**config.mk**
```make
export PLATFORM = sky130hd
export DESIGN_NAME = rob_multiport
export DESIGN_NICKNAME = d
export VERILOG_FILES = /design/src/rtl/rob_pkg.sv /design/src/rtl/rob_wb_merge.sv /design/src/rtl/rob_multiport.sv
export SDC_FILE = /design/constraint.sdc
export NUM_CORES = 2
export LEC_CHECK = 0
export CAP_MARGIN = 0
export CORE_MARGIN = 5
export CORE_UTILIZATION = 45
export CTS_BUF_LIST = sky130_fd_sc_hd__clkbuf_2 sky130_fd_sc_hd__clkbuf_4 sky130_fd_sc_hd__clkbuf_8
export DETAILED_ROUTE_END_ITERATION = 6
export DONT_BUFFER_PORTS = 1
export PLACE_DENSITY = 0.7
export RECOVER_POWER = 25
export SYNTH_ARGS = -nofsm -noshare
export SYNTH_HDL_FRONTEND = slang
export SYNTH_SLANG_ARGS = --single-unit
```
**constraint.sdc**
```tcl
create_clock -name clk -period 4.1 [get_ports clk]
set_input_delay 0.41 -clock clk [delete_from_list [all_inputs] [get_ports clk]]
set_output_delay 0.41 -clock clk [all_outputs]
set_load 0.02 [all_outputs]
```
**src/rtl/rob_pkg.sv**
```systemverilog
// Shared types for the multi-port reorder buffer: entry layout and id-width helper.
// Entry field widths follow ROB_WORD_SIZE / ROB_REG_IDX_W; top-level WORD_SIZE / REG_IDX_W must match.
package rob_pkg;

    localparam int unsigned ROB_WORD_SIZE = 32;
    localparam int unsigned ROB_REG_IDX_W = 5;

    typedef struct packed {
        logic                     valid;
        logic                     ready;
        logic                     is_store;
        logic                     exception;
        logic [ROB_REG_IDX_W-1:0] rd;
        logic [ROB_WORD_SIZE-1:0] pc;
        logic [ROB_WORD_SIZE-1:0] value;
        logic [ROB_WORD_SIZE-1:0] v_addr;
    } rob_entry_t;

    function automatic int unsigned rob_id_width(input int unsigned depth);
        return (depth > 1) ? $clog2(depth) : 1;
    endfunction

endpackage

```
**src/rtl/rob_wb_merge.sv**
```systemverilog
// Priority select of NUM_WB writeback ports targeting one entry id; lowest port index wins.
module rob_wb_merge #(
    parameter int unsigned NUM_WB    = 3,
    parameter int unsigned ID_W      = 3,
    parameter int unsigned WORD_SIZE = 32
) (
    input  logic [NUM_WB-1:0]           wb_valid,
    input  logic [NUM_WB*ID_W-1:0]      wb_id,
    input  logic [NUM_WB*WORD_SIZE-1:0] wb_data,
    input  logic [NUM_WB-1:0]           wb_exception,
    input  logic [NUM_WB*WORD_SIZE-1:0] wb_v_addr,
    input  logic [ID_W-1:0]             target_id,
    output logic                        hit,
    output logic [WORD_SIZE-1:0]        data,
    output logic                        exception,
    output logic [WORD_SIZE-1:0]        v_addr
);

    // Scan from the highest port down so the lowest matching port is applied last.
    always_comb begin
        hit       = 1'b0;
        data      = '0;
        exception = 1'b0;
        v_addr    = '0;
        for (int p = int'(NUM_WB) - 1; p >= 0; p--) begin
            if (wb_valid[p] && (wb_id[p*ID_W +: ID_W] == target_id)) begin
                hit       = 1'b1;
                data      = wb_data[p*WORD_SIZE +: WORD_SIZE];
                exception = wb_exception[p];
                v_addr    = wb_v_addr[p*WORD_SIZE +: WORD_SIZE];
            end
        end
    end

endmodule

```
**src/rtl/rob_multiport.sv**
```systemverilog
// Circular in-order reorder buffer with NUM_WB writeback ports and precise exception flush.
// Define ROB_WB_FORWARD_EN to forward same-cycle writebacks onto the bypass read ports.
module rob_multiport
    import rob_pkg::*;
#(
    parameter int unsigned WORD_SIZE = ROB_WORD_SIZE,
    parameter int unsigned DEPTH     = 8,
    parameter int unsigned NUM_WB    = 3,
    parameter int unsigned REG_IDX_W = ROB_REG_IDX_W,
    parameter int unsigned ID_W      = rob_id_width(DEPTH)
) (
    input  logic                        clk,
    input  logic                        rst,
    input  logic                        alloc_req,
    input  logic                        alloc_is_store,
    input  logic [REG_IDX_W-1:0]        alloc_rd,
    input  logic [WORD_SIZE-1:0]        alloc_pc,
    input  logic                        alloc_exception,
    output logic [ID_W-1:0]             alloc_id,
    output logic                        full,
    output logic                        empty,
    input  logic [NUM_WB-1:0]           wb_valid,
    input  logic [NUM_WB*ID_W-1:0]      wb_id,
    input  logic [NUM_WB*WORD_SIZE-1:0] wb_data,
    input  logic [NUM_WB-1:0]           wb_exception,
    input  logic [NUM_WB*WORD_SIZE-1:0] wb_v_addr,
    input  logic [ID_W-1:0]             rs1_id,
    input  logic [ID_W-1:0]             rs2_id,
    output logic [WORD_SIZE-1:0]        bypass_s1,
    output logic [WORD_SIZE-1:0]        bypass_s2,
    output logic                        bypass_s1_valid,
    output logic                        bypass_s2_valid,
    output logic                        commit,
    output logic [REG_IDX_W-1:0]        commit_rd,
    output logic [WORD_SIZE-1:0]        commit_value,
    output logic [ID_W-1:0]             commit_id,
    output logic                        sb_store_permission,
    output logic [ID_W-1:0]             sb_rob_id,
    output logic                        exception,
    output logic [WORD_SIZE-1:0]        ex_pc,
    output logic [WORD_SIZE-1:0]        ex_v_addr
);

    typedef logic [ID_W:0] rob_ptr_t;

    rob_entry_t entries_q [DEPTH];
    rob_entry_t entries_d [DEPTH];
    rob_ptr_t   head_q, head_d, tail_q, tail_d;

    logic [ID_W-1:0] head_id, tail_id;
    rob_entry_t      head_entry;
    logic            retire, flush;

    logic [DEPTH-1:0] wb_hit;
    logic [DEPTH-1:0] wb_sel_exc;
    logic [WORD_SIZE-1:0] wb_sel_data [DEPTH];
    logic [WORD_SIZE-1:0] wb_sel_va   [DEPTH];

    for (genvar i = 0; i < DEPTH; i++) begin : g_merge
        rob_wb_merge #(
            .NUM_WB    (NUM_WB),
            .ID_W      (ID_W),
            .WORD_SIZE (WORD_SIZE)
        ) u_merge (
            .wb_valid     (wb_valid),
            .wb_id        (wb_id),
            .wb_data      (wb_data),
            .wb_exception (wb_exception),
            .wb_v_addr    (wb_v_addr),
            .target_id    (ID_W'(i)),
            .hit          (wb_hit[i]),
            .data         (wb_sel_data[i]),
            .exception    (wb_sel_exc[i]),
            .v_addr       (wb_sel_va[i])
        );
    end

    assign head_id    = head_q[ID_W-1:0];
    assign tail_id    = tail_q[ID_W-1:0];
    assign head_entry = entries_q[head_id];

    assign full     = (head_q[ID_W] != tail_q[ID_W]) && (head_id == tail_id);
    assign empty    = (head_q == tail_q);
    assign alloc_id = tail_id;

    // Retirement outputs depend only on registered head state.
    always_comb begin
        retire              = head_entry.valid && head_entry.ready && !head_entry.exception;
        flush               = head_entry.valid && head_entry.ready && head_entry.exception;
        commit              = retire && !head_entry.is_store;
        sb_store_permission = retire && head_entry.is_store;
        exception           = flush;
        commit_rd           = head_entry.rd;
        commit_value        = head_entry.value;
        commit_id           = head_id;
        sb_rob_id           = head_id;
        ex_pc               = head_entry.pc;
        ex_v_addr           = head_entry.v_addr;
    end

    always_comb begin
        entries_d = entries_q;
        head_d    = head_q;
        tail_d    = tail_q;
        for (int i = 0; i < int'(DEPTH); i++) begin
            if (wb_hit[i] && entries_q[i].valid) begin
                entries_d[i].value     = wb_sel_data[i];
                entries_d[i].ready     = 1'b1;
                entries_d[i].exception = wb_sel_exc[i];
                entries_d[i].v_addr    = wb_sel_va[i];
            end
        end
        if (retire) begin
            entries_d[head_id].valid = 1'b0;
            head_d                   = head_q + rob_ptr_t'(1);
        end
        if (alloc_req && !full) begin
            entries_d[tail_id] = '{valid:     1'b1,
                                   ready:     alloc_exception,
                                   is_store:  alloc_is_store,
                                   exception: alloc_exception,
                                   rd:        alloc_rd,
                                   pc:        alloc_pc,
                                   value:     '0,
                                   v_addr:    '0};
            tail_d = tail_q + rob_ptr_t'(1);
        end
        // A faulting head discards everything, including this cycle's allocation.
        if (flush) begin
            for (int i = 0; i < int'(DEPTH); i++) begin
                entries_d[i].valid = 1'b0;
            end
            head_d = '0;
            tail_d = '0;
        end
    end

    always_ff @(posedge clk) begin
        if (rst) begin
            head_q <= '0;
            tail_q <= '0;
            for (int i = 0; i < int'(DEPTH); i++) begin
                entries_q[i] <= '0;
            end
        end else begin
            head_q    <= head_d;
            tail_q    <= tail_d;
            entries_q <= entries_d;
        end
    end

`ifdef ROB_WB_FORWARD_EN
    logic                 fwd1_hit, fwd2_hit, fwd1_exc, fwd2_exc;
    logic [WORD_SIZE-1:0] fwd1_data, fwd2_data, fwd1_va, fwd2_va;
    logic                 unused_fwd_va;

    rob_wb_merge #(
        .NUM_WB    (NUM_WB),
        .ID_W      (ID_W),
        .WORD_SIZE (WORD_SIZE)
    ) u_fwd1 (
        .wb_valid     (wb_valid),
        .wb_id        (wb_id),
        .wb_data      (wb_data),
        .wb_exception (wb_exception),
        .wb_v_addr    (wb_v_addr),
        .target_id    (rs1_id),
        .hit          (fwd1_hit),
        .data         (fwd1_data),
        .exception    (fwd1_exc),
        .v_addr       (fwd1_va)
    );

    rob_wb_merge #(
        .NUM_WB    (NUM_WB),
        .ID_W      (ID_W),
        .WORD_SIZE (WORD_SIZE)
    ) u_fwd2 (
        .wb_valid     (wb_valid),
        .wb_id        (wb_id),
        .wb_data      (wb_data),
        .wb_exception (wb_exception),
        .wb_v_addr    (wb_v_addr),
        .target_id    (rs2_id),
        .hit          (fwd2_hit),
        .data         (fwd2_data),
        .exception    (fwd2_exc),
        .v_addr       (fwd2_va)
    );

    assign unused_fwd_va = ^{fwd1_va, fwd2_va};

    always_comb begin
        bypass_s1       = entries_q[rs1_id].value;
        bypass_s1_valid = entries_q[rs1_id].valid && entries_q[rs1_id].ready &&
                          !entries_q[rs1_id].exception;
        bypass_s2       = entries_q[rs2_id].value;
        bypass_s2_valid = entries_q[rs2_id].valid && entries_q[rs2_id].ready &&
                          !entries_q[rs2_id].exception;
        // Only live entries accept writeback, so only they may forward.
        if (fwd1_hit && entries_q[rs1_id].valid) begin
            bypass_s1       = fwd1_data;
            bypass_s1_valid = !fwd1_exc;
        end
        if (fwd2_hit && entries_q[rs2_id].valid) begin
            bypass_s2       = fwd2_data;
            bypass_s2_valid = !fwd2_exc;
        end
    end
`else
    always_comb begin
        bypass_s1       = entries_q[rs1_id].value;
        bypass_s1_valid = entries_q[rs1_id].valid && entries_q[rs1_id].ready &&
                          !entries_q[rs1_id].exception;
        bypass_s2       = entries_q[rs2_id].value;
        bypass_s2_valid = entries_q[rs2_id].valid && entries_q[rs2_id].ready &&
                          !entries_q[rs2_id].exception;
    end
`endif

endmodule

```
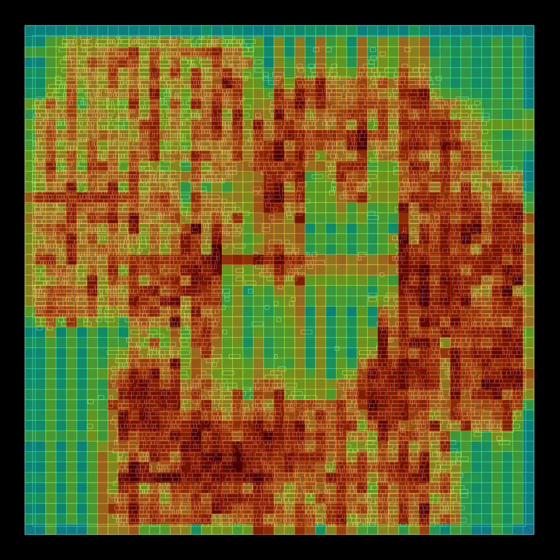
**Above:** routing congestion map.
Most Used Layer, Global Route: met2
met3 usage in global routing: 11.4%
grt met2 use: 53.4%

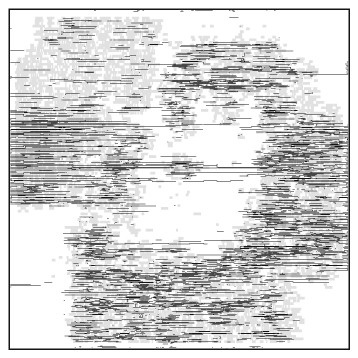
**Above:** M3 wires.
Drawn at 1 px/um. Cells faint in the background.
nets with wire on the layer: 830
main direction: horizontal
wire length on this layer: 30.0 mm

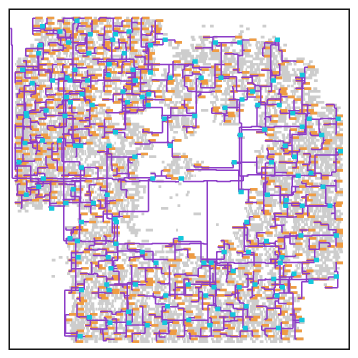
**Above:** clock distribution.
Drawn at 1 px/um.
legend:
  clock wires:
    colour: purple
    length: 13000 um
  flip-flops:
    colour: orange
    count: 848
  cells driving clock nets:
    colour: cyan
    count: 153
routed clock nets: 154
flops lie: widely spread

==> impl_metrics.env <==
# implementation run metrics
export IMPL_status="finished with violations"
export IMPL_violations="max-capacitance violations, max-slew violations"
export IMPL_path_delay_family="buffers and inverters"
export IMPL_maxCapViolations=1
export IMPL_critPathMostFrequentCell="nand2_1"
export IMPL_portBuffers=0
export IMPL_final_common_cell="nand2_1"
export IMPL_cp_slowest_cell="buf_4"
export IMPL_cp_endpoint="commit_rd[1]"
export IMPL_power_mw=19.1
export IMPL_pin_count=436
export IMPL_finalMaxSlewViolations=28
export IMPL_synth_area_sq_um=48600
export IMPL_fp_util_pct=45.4
export IMPL_crit_required_ns=3.69
export IMPL_antenna_found_initial=23
export IMPL_final_layout_top_logic_cells="nand2_1 (982), dfxtp_1 (846), a22o_1 (506)"
export IMPL_hold_viol=0
export IMPL_cts_buffers_inserted=153
export IMPL_p_leak_nw=19.6
export IMPL_worstSetupEndpointType="output pin"
export IMPL_synth_cells=5407
export IMPL_area_leaders="dfxtp_1 (35%), mux4_2 (16%), a22o_1 (9.1%)"
export IMPL_start_kind="flop"
==> flip-flops by register name (all words and copies together) (netlist names) <==
register and flops:
entries_q 840, tail_q 4, head_q 4
==> final cells by class <==
class	count	area [sq um]
fillers	9378	51100
multi-input cells	3759	28100
flip-flops and latches	848	17000
repair buffers	569	5770
clock buffers	237	2940
well taps	1403	1760
clock inverters	29	302
diodes	30	75.1
inverters	11	41.3
==> cell families (layout without fill, tap and decap cells) <==
| family | count (synthesis) | after routing | share of synthesized area [%] |
|---|---|---|---|
| other | 0 | 30 | 0 |
| adders and majority gates | 2 | 2 | 0.0515 |
| xor gates and xnor gates | 7 | 7 | 0.126 |
| buffers and inverters | 800 | 846 | 7.62 |
| muxes | 490 | 490 | 19.2 |
| and+or+nand+nor | 1547 | 1547 | 12.9 |
| AOI/OAI and AO/OA | 1713 | 1713 | 25.2 |
| DFF | 848 | 848 | 35.0 |
==> power by group through the flow <==
| stage | Clock (mW) | Combinational, mW | Sequential, mW |
|---|---|---|---|
| after global placement | 0 | 1.41 | 8.54 |
| after floorplan | 0 | 1.38 | 8.53 |
| after CTS | 8.71 | 1.99 | 8.37 |
| final | 8.69 | 2.07 | 8.37 |
| after detailed placement | 0 | 1.44 | 8.55 |
| after global routing | 9.11 | 2.15 | 8.37 |
==> per-stage QoR <==
stage | cells | util, % | hold slack [ns]
finish | 6886 | 52.2 | 0.0810
global route | 6873 | 52.2 | 0.0383
CTS | 6856 | 52.2 | 0.000887
detailed placement | 6129 | 44.9 | 0.440
global placement | 6129 | 44.9 | 0.436
floorplan | 5407 | - | 0.433
==> metal layers <==
metal / up-vias / wire length (um) / track usage [%]
met4: 6 / 16100 / 23.5
met5: - / 38 / 0
met3: 1186 / 30000 / 11.4
met2: 4340 / 91400 / 53.4
met1: 23000 / 74600 / 43.1
li1: 19800 / - / -
Power figures rest on the tool's default switching activity, not on a simulated workload.
